==> config.mk <==
export PLATFORM = sky130hd
export DESIGN_NAME = instruction_fetch
export DESIGN_NICKNAME = d
export VERILOG_FILES = /design/src/rtl/instruction_fetch.sv
export SDC_FILE = /design/constraint.sdc
export NUM_CORES = 1
export LEC_CHECK = 0
export CAP_MARGIN = 20
export CORE_MARGIN = 3
export CORE_UTILIZATION = 56
export DETAILED_ROUTE_END_ITERATION = 6
export HOLD_SLACK_MARGIN = 0.02
export PLACE_DENSITY = 0.95
export SLEW_MARGIN = 10
export SYNTH_ARGS = -nofsm -noshare
export SYNTH_HDL_FRONTEND = slang
export SYNTH_SLANG_ARGS = --single-unit
==> constraint.sdc <==
create_clock -name clk -period 6.1 [get_ports clk]
set_input_delay 0.915 -clock clk [delete_from_list [all_inputs] [get_ports clk]]
set_output_delay 0.915 -clock clk [all_outputs]
set_load 0.1 [all_outputs]
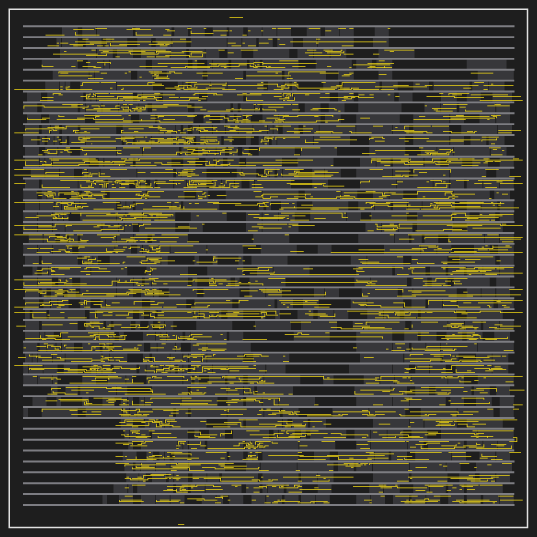
layer_met1.png
Scale: 4 px per µm. Supply wires on this layer in grey.
wire length on this layer: 7960 µm
main direction: horizontal
share of all routed wire: 41%
nets with wire on the layer: 825
final wirelength: 19.4 mm
vias after detailed routing: 5841
met1 Use GR: 29.7%

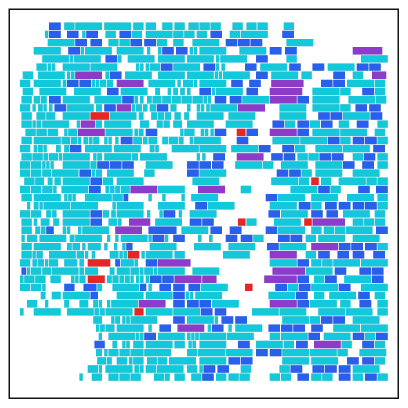
sizes.png
Scale: 3 px per µm.
legend:
  cyan:
    size: _0 and _1 cells
    cells: 612
    share: 72%
    most_used: dfrtp_1
  purple:
    size: _6 and larger
    cells: 29
    share: 3.4%
    most_used: clkbuf_16
  red:
    size: _3 and _4 cells
    cells: 10
    share: 1.2%
    most_used: buf_4
  blue:
    size: _2 cells
    cells: 198
    share: 23%
    most_used: mux2_2
Non-clock buffers: 167
final worst-path setup slack: 1810 ps
layout overhead on the synthesized area: 28.7%
final instance area: 0.0109 mm²

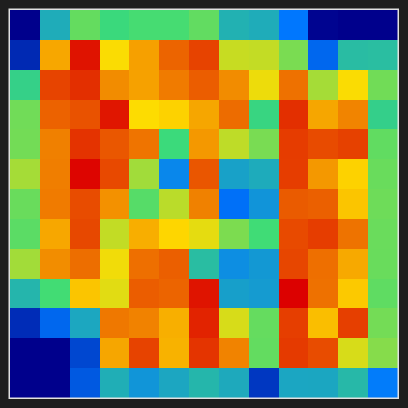
cell_density.png
Scale: 3 px per µm. 13 x 13 tiles, from dark blue (low) to red (high), 0 to 100% covered.
mean over tiles: 64%
nearly empty tiles: 4.7%
tiles over 75% full: 47%
emptiest ninth of the die: lower left
fullest tile: 100%
core box area: 0.0147 mm²
Core Util, Final: 74.4%
FP Core Util: 57.8%

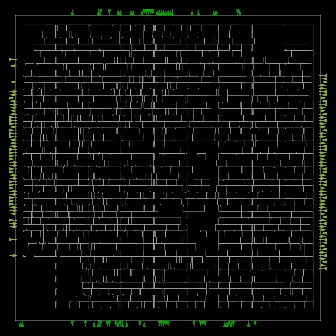
placement.png
Cell Rows: 44
FILL cells: 921
tap cells: 184

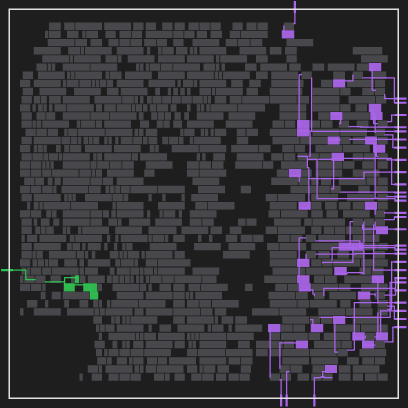
io_fan.png
Scale: 3 px per µm.
legend:
  purple:
    port: instr_data
    bits: 32
    direction: output
    edge: 28 right, 3 bottom, 1 top
    end_cells: 32
    buffers: 32
    wire: 879 µm
  green:
    port: imem_req_ready
    bits: 1
    direction: input
    edge: left
    end_cells: 4
    buffers: 1
    wire: 38.9 µm
Port Buffers: 161
num ports: 168

==> flow_summary.toml <==
# synthesis and place-and-route metrics
[synthesis]
largest_area_cell = "dfrtp_1"
top_logic_kind = "multiplexers"
edf_count = 0
yosys.area_share.simple_pct = 10.1
synth-cells-yosys = 686
netlist_area_mm2 = 0.00850
synth_seq_share_pct = 56.3
yosysWarnings = 0
async_flop_share_pct = 100
yosysMostFrequentCell = "dfrtp_1"
yosysChipArea_mm2 = 0.00850
synthFlopType = "dfrtp_1"
synth.avg_cell_area_um2 = 12.4
ys_sh_mux_pct = 24.9
top_area_share_pct = 56.3
ys.flops = 191
top_cells_by_count = "dfrtp_1, mux2_2, nand2_1"

[route]
route.antenna.remaining_nets = 0
wl_met1_mm = 7.96
wl_per_cell_um = 18.8
remaining_drc_errors = 0
route.met2.wl_mm = 9.60
met3_length_mm = 1.45
first_iter_violations = 416

[worst_setup_path]
slowest_delay_ps = 1100
crit_arrival_ps = 3370
critPathBufInv = 2
ff2ff_path_depth = 7
cp-start-kind = "register"
crit_chain = "buf_4 -> mux2_2 -> clkdlybuf4s50_1"
rrSetupSlack_ps = 2980
cp.depth = 3
worstSetupPathType = "register to primary output"
cpMaxStageDelayCell = "dfrtp_2"
cp_max_fo = 43

[placement]
dp_cells = 1001
dp_hpwl_mm = 12.7
place.gp.congestion = 0.843

[cts]
cts_made_buffers = 17
root_buffer = "clkbuf_16"
cts_setup_buffers = 0
clock_latency_ps = 420
clk_pin_slew_ps = 60
cts_buffer_depth = 2
htreeDepth = 4
cts_tree = "done"
clock-sinks = 191
cts_resized = 0

[timing]
grt_setup_unrepaired = "no"
finalCriticalPeriod_ps = 4290
fin_skew_ps = 7.84
drv_slew = 0
slew_headroom_pct = 26.1
finalHoldViolCount = 0
timing.setup.tns_ps = 0

[run_status]
status = "complete, no violations"

[pwr]
switchingPower_mw = 2.61
power.total_mw = 5.76
switching_share_pct = 45.3
p_seq_share_pct = 31.8
internal_power_mw = 3.15
irDropWorstVdd_mv = 0.343
p_per_area_mw_per_mm2 = 526
clkPwrFrac_pct = 21.8
p_leak_nw = 5.06
pwr-share-comb_pct = 46.4

[grt]
grt_pass1_wl_mm = 31.6
grt_busiest_layer = "met2"
gr-usage-all-layers_pct = 24.1
grt_use_met2_pct = 41.2
antenna_found_initial = 0
grt_max_degree = 144
grt_pass1_vias = 6311
use_met3_pct = 6.27
globalRouteOverflowTotal = 0

[die]
die_area_mm2 = 0.0167
die_y_um = 129
die_x_um = 129

[run]
maxCapViolCount = 0
warnings = 32

[layout]
largest_reg_flops = 64
regArea_mm2 = 0.00478
drive_gt1_share_pct = 27.9
antenna_cells = 0
instances_no_fill = 1033
finalNetCount = 913
combGateArea_mm2 = 0.00354
==> metrics by stage <==
stage          hold slack, ps  instance area (µm²)  util (%)
6_report                  436                10900      74.4
3_3_place_gp              478                10200      69.5
2_1_floorplan             458                 8510         -
5_1_grt                   453                10900      74.4
4_1_cts                   502                10900      74.2
3_5_place_dp              484                10200      69.6
==> power by group through the flow <==
stage / clock network (mW) / logic [mW] / registers, mW
6_report: 1.26 / 2.67 / 1.83
3_5_place_dp: 0 / 2.66 / 1.84
5_1_grt: 1.32 / 2.78 / 1.87
2_1_floorplan: 0 / 1.93 / 1.94
4_1_cts: 1.27 / 2.68 / 1.83
3_3_place_gp: 0 / 2.62 / 1.81
==> area by class of cell <==
cell class	instances	area share (%)
clock buffers	21	4.30
clock inverters	10	1.90
inverters	6	0.206
multi-input cells	454	32.3
flip-flops and latches	191	43.7
well taps	184	2.10
repair buffers	167	15.4
==> placed cells by master, fill, tap and decap left out, types with 3 or more instances in the layout <==
cell | netlist | final
and3_1 | 5 | 5
o21ai_0 | 25 | 25
dfrtp_1 | 191 | 190
ha_1 | 6 | 6
xnor2_1 | 6 | 6
o21ai_1 | 7 | 7
conb_1 | 1 | 4
mux2_2 | 187 | 187
a21oi_1 | 3 | 3
clkbuf_16 | 0 | 17
or3_1 | 4 | 4
buf_4 | 4 | 4
bufinv_16 | 0 | 6
nor3_1 | 5 | 5
a31oi_1 | 3 | 3
clkdlybuf4s50_1 | 0 | 159
nand3_1 | 9 | 9
clkbuf_8 | 0 | 4
inv_1 | 5 | 5
nand2_1 | 126 | 125
nand4_1 | 13 | 13
xor2_1 | 23 | 23
nor2_1 | 11 | 11
Power and IR drop assume default switching activity.
